==> src/rtl/multiword_adder.sv <==
// multiword_adder: sequential W-bit adder computing A + B + Cin by streaming
// N-bit chunks (least significant first) through a single N-bit prefix adder,
// one chunk per cycle, with the inter-chunk carry held in a register.
//
// Ports:
//   clk, reset          clock, asynchronous active-high reset
//   in_valid / in_ready operand handshake (in_ready high only when idle)
//   A, B, Cin           operands, sampled only at acceptance
//   out_valid/out_ready result handshake
//   Sum, Cout, Ovf      W-bit sum, unsigned carry-out, signed overflow
//
// Also contains `prefix`, the N-bit Kogge-Stone adder used for each chunk.

module prefix #(
  parameter int N = 32
) (
  input  logic [N-1:0] a,
  input  logic [N-1:0] b,
  input  logic         cin,
  output logic [N-1:0] sum,
  output logic         cout
);

  logic [N-1:0] g;
  logic [N-1:0] p;
  logic [N:0]   c;

  always_comb begin
    g = a & b;
    p = a ^ b;
    // In-place Kogge-Stone: walking each level from the top bit down means
    // bit i-d still holds the previous level's value when bit i reads it.
    for (int unsigned d = 1; d < N; d = d * 2) begin
      for (int unsigned j = 0; j < N - d; j++) begin
        g[N-1-j] = g[N-1-j] | (p[N-1-j] & g[N-1-j-d]);
        p[N-1-j] = p[N-1-j] & p[N-1-j-d];
      end
    end
    // g/p now span bits [i:0]; fold in the carry-in.
    c[0] = cin;
    for (int unsigned i = 0; i < N; i++) begin
      c[i+1] = g[i] | (p[i] & cin);
    end
    sum  = (a ^ b) ^ c[N-1:0];
    cout = c[N];
  end

endmodule

module multiword_adder #(
  parameter int N = 32,
  parameter int W = 128
) (
  input  logic         clk,
  input  logic         reset,
  input  logic         in_valid,
  output logic         in_ready,
  input  logic [W-1:0] A,
  input  logic [W-1:0] B,
  input  logic         Cin,
  output logic         out_valid,
  input  logic         out_ready,
  output logic [W-1:0] Sum,
  output logic         Cout,
  output logic         Ovf
);

  localparam int K  = W / N;
  localparam int IW = (K > 2) ? $clog2(K) : 1;

  if (((W % N) != 0) || (K < 2)) begin : g_bad_params
    $error("multiword_adder: W must be a multiple of N with W/N >= 2");
  end

  typedef enum logic [1:0] {
    IDLE = 2'd0,
    RUN  = 2'd1,
    DONE = 2'd2
  } state_e;

  state_e         state_q, state_d;
  logic [W-1:0]   a_q, a_d;
  logic [W-1:0]   b_q, b_d;
  logic [W-1:0]   sum_q, sum_d;
  logic           carry_q, carry_d;
  logic           cout_q, cout_d;
  logic           ovf_q, ovf_d;
  logic [IW-1:0]  idx_q, idx_d;

  logic [N-1:0]   a_ch;
  logic [N-1:0]   b_ch;
  logic [N-1:0]   ch_sum;
  logic           ch_cout;

  // Chunk select mux for the current index.
  always_comb begin
    a_ch = '0;
    b_ch = '0;
    for (int unsigned k = 0; k < K; k++) begin
      if (idx_q == IW'(k)) begin
        a_ch = a_q[k*N +: N];
        b_ch = b_q[k*N +: N];
      end
    end
  end

  prefix #(.N(N)) u_prefix (
    .a    (a_ch),
    .b    (b_ch),
    .cin  (carry_q),
    .sum  (ch_sum),
    .cout (ch_cout)
  );

  always_comb begin
    state_d = state_q;
    a_d     = a_q;
    b_d     = b_q;
    sum_d   = sum_q;
    carry_d = carry_q;
    cout_d  = cout_q;
    ovf_d   = ovf_q;
    idx_d   = idx_q;
    unique case (state_q)
      IDLE: begin
        if (in_valid) begin
          a_d     = A;
          b_d     = B;
          carry_d = Cin;
          idx_d   = '0;
          state_d = RUN;
        end
      end
      RUN: begin
        for (int unsigned k = 0; k < K; k++) begin
          if (idx_q == IW'(k)) begin
            sum_d[k*N +: N] = ch_sum;
          end
        end
        carry_d = ch_cout;
        if (idx_q == IW'(K - 1)) begin
          cout_d  = ch_cout;
          ovf_d   = (a_q[W-1] == b_q[W-1]) & (ch_sum[N-1] != a_q[W-1]);
          state_d = DONE;
        end else begin
          idx_d = idx_q + IW'(1);
        end
      end
      DONE: begin
        if (out_ready) begin
          state_d = IDLE;
        end
      end
      default: state_d = IDLE;
    endcase
  end

  always_ff @(posedge clk or posedge reset) begin
    if (reset) begin
      state_q <= IDLE;
      a_q     <= '0;
      b_q     <= '0;
      sum_q   <= '0;
      carry_q <= 1'b0;
      cout_q  <= 1'b0;
      ovf_q   <= 1'b0;
      idx_q   <= '0;
    end else begin
      state_q <= state_d;
      a_q     <= a_d;
      b_q     <= b_d;
      sum_q   <= sum_d;
      carry_q <= carry_d;
      cout_q  <= cout_d;
      ovf_q   <= ovf_d;
      idx_q   <= idx_d;
    end
  end

  assign in_ready  = (state_q == IDLE);
  assign out_valid = (state_q == DONE);
  assign Sum       = sum_q;
  assign Cout      = cout_q;
  assign Ovf       = ovf_q;

endmodule

==> config.mk <==
export PLATFORM = sky130hd
export DESIGN_NAME = multiword_adder
export DESIGN_NICKNAME = d
export VERILOG_FILES = /design/src/rtl/multiword_adder.sv
export SDC_FILE = /design/constraint.sdc
export NUM_CORES = 1
export LEC_CHECK = 0
export ABC_AREA = 1
export CORE_ASPECT_RATIO = 1.2
export CORE_MARGIN = 1.5
export CORE_UTILIZATION = 53
export DETAILED_ROUTE_END_ITERATION = 7
export GPL_ROUTABILITY_DRIVEN = 0
export PLACE_DENSITY_LB_ADDON = 0.1
export SYNTH_ARGS = -nofsm -noshare
export SYNTH_HDL_FRONTEND = slang
export SYNTH_HIERARCHICAL = 1
export SYNTH_SLANG_ARGS = --single-unit
export TNS_END_PERCENT = 5
==> constraint.sdc <==
create_clock -name clk -period 21.5 [get_ports clk]
set_clock_uncertainty 0.05 [all_clocks]
set_input_delay 6.45 -clock clk [delete_from_list [all_inputs] [get_ports clk]]
set_output_delay 6.45 -clock clk [all_outputs]
set_load 0.01 [all_outputs]
Run 1, PDN straps and rails:
Scale bar: 50 um. Pins as bars on the die edge.
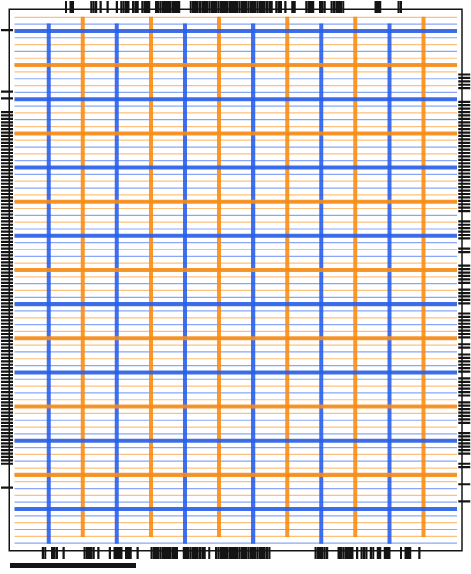
VSS -> blue
VDD -> orange
met1 rails = 78
signal pins = 393
met5 straps = 15
met4 straps = 12
rows = 77

Run 1, placement by cell class:
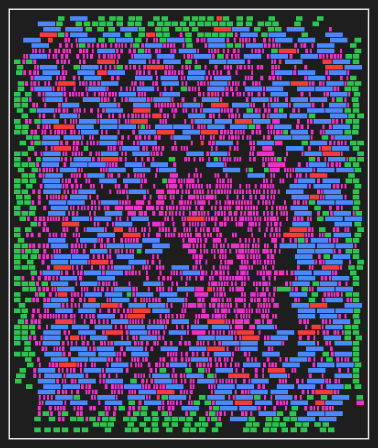
registers -> blue  # cells 391, share of their area 40%
clock drivers and dummy loads -> red  # cells 67, share of their area 5.4%
remaining logic cells -> magenta  # cells 2,136, share of their area 38%
remaining buffers and delay cells -> green  # cells 406, share of their area 16%

Run 1, clock wires, drivers and flops:
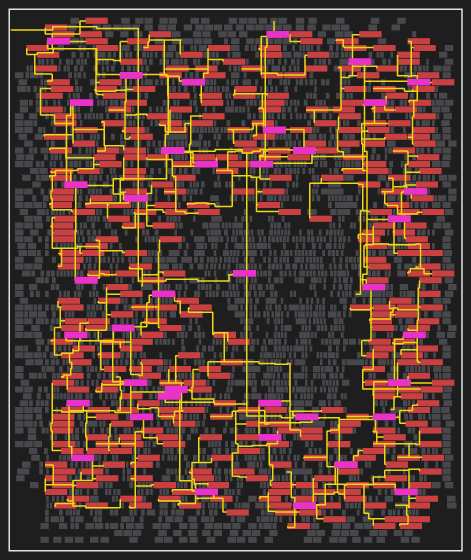
clock-net drivers -> magenta  # count 39
flip-flops -> red  # count 391
clock wires -> yellow  # length 4,570 um
routed clock nets = 40
flops lie = all over the die

==> changes_impl.md, run 1 <==
### Metrics

* Status: complete, no violations
* Ratio of cells with drive above 1 in the final layout at 3.90%
* Flip-flops with a built-in enable at 0
* Seq pwr share at between 20 and 30%
* Post-synthesis sequential area ratio at 49.3%
* Top class by area: registers
* CTS tree: yes
* Ys flops at 391
* Hold_sp: a_q[28]
* Tot GR Track Use at 30.8%
* Ys flop type: dfrtp_1
* Log Warnings at 39
* P_comb at 2.79 mW
* WP buf/inv at 2
* Iteration-0 DRC Markers at 1,953
* Area Overhead vs Synth at 27.1%
* Crit-path cells: nor2_4 > buf_4 > clkdlybuf4s50_1
* Placed Cells at 3,407
* Final ANT Viol Nets at 0
* Root buffer cell: clkbuf_16
* Syn_area_per_cell at 7.40 sq um
* Min-Delay Path Depth at 2
* Critical Path Fanout Max at 69
* Routed length on met2 at roughly 28 mm
* Met3 wire len at between 3 and 4 mm
* Hold_ws at 421 ps
* Critical path depth at 3
* IO Port Bufs at just under 400
* Post-synth ARST share at 100%
* Synth Warn # at 6
* Flip-flops at just under 400
* Power density over cell area at 189 mW/mm^2
Run 1, track usage over the die:
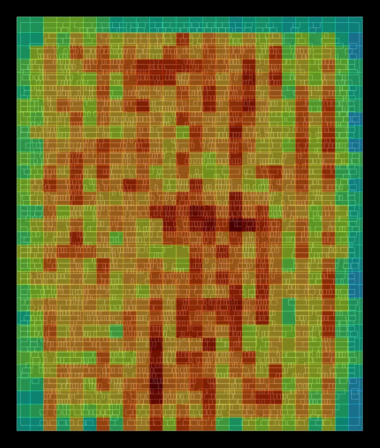

## Run 2: what changed since run 1
- CORE_UTILIZATION: 53 -> 47
- clock period: 21.5 -> 8 ns (I/O delays scaled with it)
Run 2, track usage over the die:
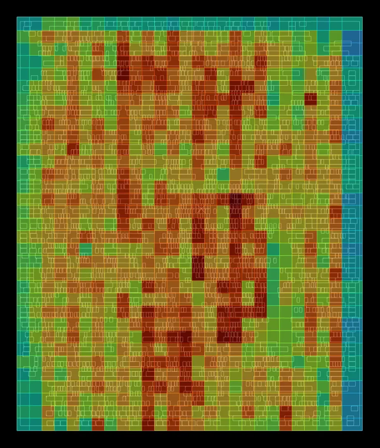
M3 GR Usage: 3.55%
fin util: 60.8%
met2 usage: 44.3%
Tot GR Track Use: 28.1%
wire per inst: 17.1 um

Run 2, clock wires, drivers and flops:
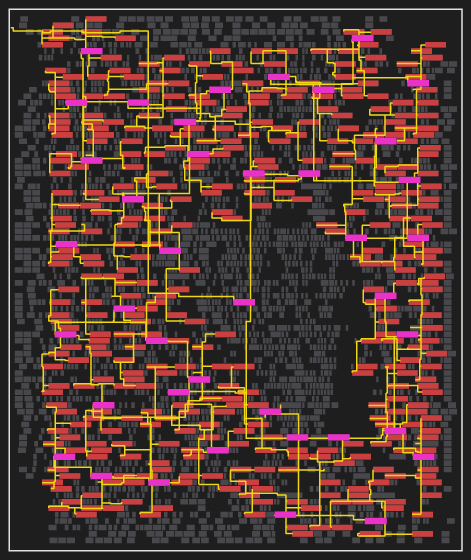
clock-net drivers -> magenta  # count 40
clock wires -> yellow  # length 4,800 um
flip-flops -> red  # count 391
flops lie = all over the die

Run 2, PDN straps and rails:
Scale bar: 50 um. Pins as bars on the die edge.
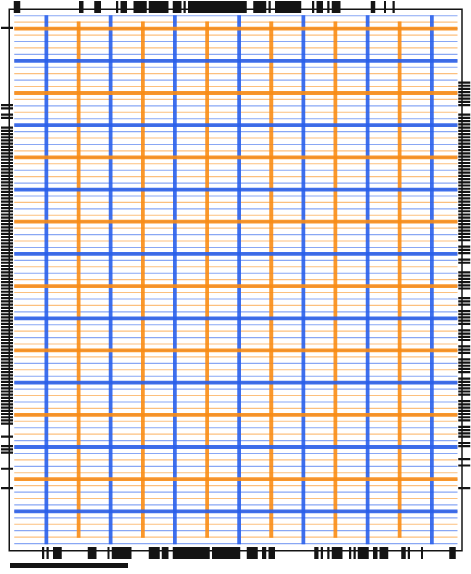
VSS -> blue
VDD -> orange
met1 rails = 83
met4 straps = 13
signal pins = 393
rows = 82
met5 straps = 16

==> run 2 against run 1 <==
Against the previous run:
- the flow now finishes with violations (design-rule violations)
- synthesized cell count is the same
- area after synthesis unchanged
- sequential share of layout area is 0.24 points lower
- non-clock buffer count rose by 3
- register-to-register slack got worse by 13000 ps
==> changes_impl.md, run 2 <==
### Metrics

* Seq pwr share at 26.6% (-0.2 points)
* Area Overhead vs Synth at 27.8%
* Critical Path Fanout Max at 65 (-5.8%)
* Iteration-0 DRC Markers at 1,725 (-12%)
* Power density over cell area at 510 mW/mm^2 (+170%)
* Top class by area: registers
* Failing checks: design-rule violations
* Min-Delay Path Depth at 2 (unchanged)
* P_comb at 7.54 mW (+170%)
* Hold_sp: b_q[77]
* Ratio of cells with drive above 1 in the final layout at 3.86% (-0.041 points)
* Met3 wire len at 3.71 mm (-5.8%)
* Flip-flops with a built-in enable at 0 (unchanged)
* Status: finished, violations left
* Routed length on met2 at 28.3 mm (+0.51%)
* Flip-flops at 391 (unchanged)
* CTS tree: yes
* Post-synthesis sequential area ratio at 49.3% (unchanged)
* Drt drc at 1
* IO Port Bufs at 392 (unchanged)
Run 2, placement by cell class:
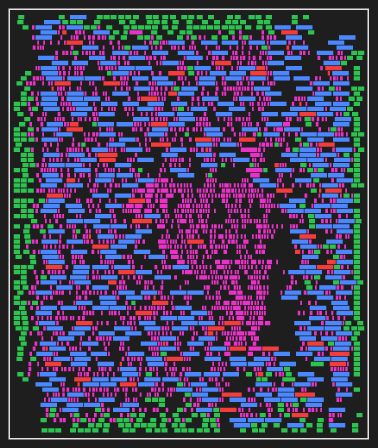

## Run 3: what changed since run 2
- clock period: 8 -> 3.8 ns (I/O delays scaled with it)
Run 3, placement by cell class:
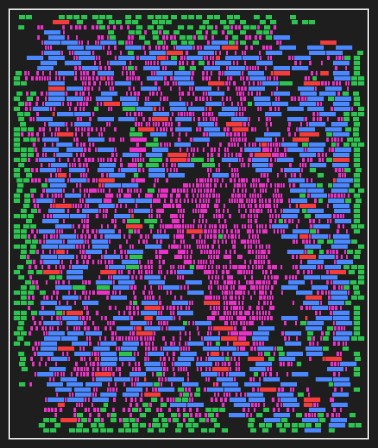
remaining buffers and delay cells -> green  # cells 437, share of their area 18%
registers -> blue  # cells 391, share of their area 39%
clock drivers and dummy loads -> red  # cells 74, share of their area 5.5%
remaining logic cells -> magenta  # cells 2,136, share of their area 38%

Run 3, routed metal, one color a layer:
Scale bar: 50 um.
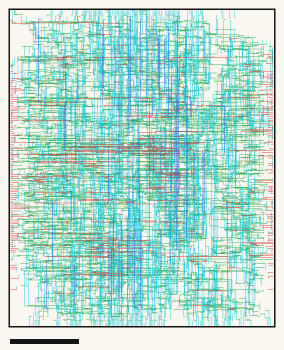
M4 -> blue  # wire length 3,180 um
M1 -> green  # wire length 26.4 mm
M3 -> red  # wire length 4,250 um
M2 -> cyan  # wire length 30.1 mm

==> run 3 against run 2 <==
Against the previous run:
- the run now ends clean
- clock power increased by 110%
- largest power group unchanged
- setup slack got worse by 3200 ps
- non-clock buffer count increased by 28
- highest routed layer unchanged
==> changes_impl.md, run 3 <==
### Metrics

* Tot GR Track Use at 29.5% (+1.4 points)
* Final Critical Period at 3570 ps
* Simple-Gate Fraction of Synth Area at 33.0%
* Clock tree buffer depth at 3
* Top class by area: registers
* Synth top area cells: dfrtp_1, nand2_1, nand3_1
* Leak at 13.4 nW
* Syn Std Cell Area at just under 0.02 sq mm
* Synth cell types at 32
* Crit path capture: Sum[82]
* Critical Path Source Type: register
* M3 GR Usage at 4.63% (+1.1 points)
* P_comb at 16.2 mW (+110%)
* Fin util at 61.7% (+0.94 points)
* IO Port Bufs at 392 (unchanged)
* Wire per inst at 17.8 um (+3.9%)
* Flip-flops with a built-in enable at 0 (unchanged)
* Fin. Hold Viols at 0
* CTS Buf Count at 41
* Final setup margin at around 230 ps
* Power density over cell area at 1080 mW/mm^2 (+110%)
* Ratio of cells with drive above 1 in the final layout at 4.94% (+1.1 points)
* Iteration-0 DRC Markers at 1,472 (-15%)
* Flip-flops at 391 (unchanged)
* Seq pwr at 7.39 mW
* Routed length on met2 at 30.1 mm (+6.2%)
* Drt drc at 0 (-1)
* Area Overhead vs Synth at 29.8%
* Cells after Synth at between 2,000 and 3,000
* Seq pwr share at 26.6% (about the same)
* Via count at approximately 19,000
* Hold_sp: b_q[76]
* Critical path type: reg -> reg
* Worst Tran Pin Value at ~860 ps
* Post-synthesis sequential area ratio at 49.3% (unchanged)
* Status: complete, no violations
* Post-CTS setup buffers at 0
* Row cnt at 82
* Met3 wire len at 4.25 mm (+15%)
* Met2 usage at 46.8% (+2.5 points)
Run 3, clock wires, drivers and flops:
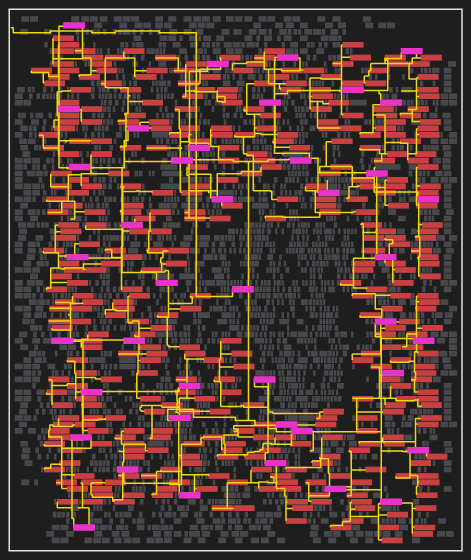
clock-net drivers -> magenta  # count 41
flip-flops -> red  # count 391
clock wires -> yellow  # length 4,700 um
routed clock nets = 42

Power figures rest on the tool's default switching activity, not on a simulated workload.
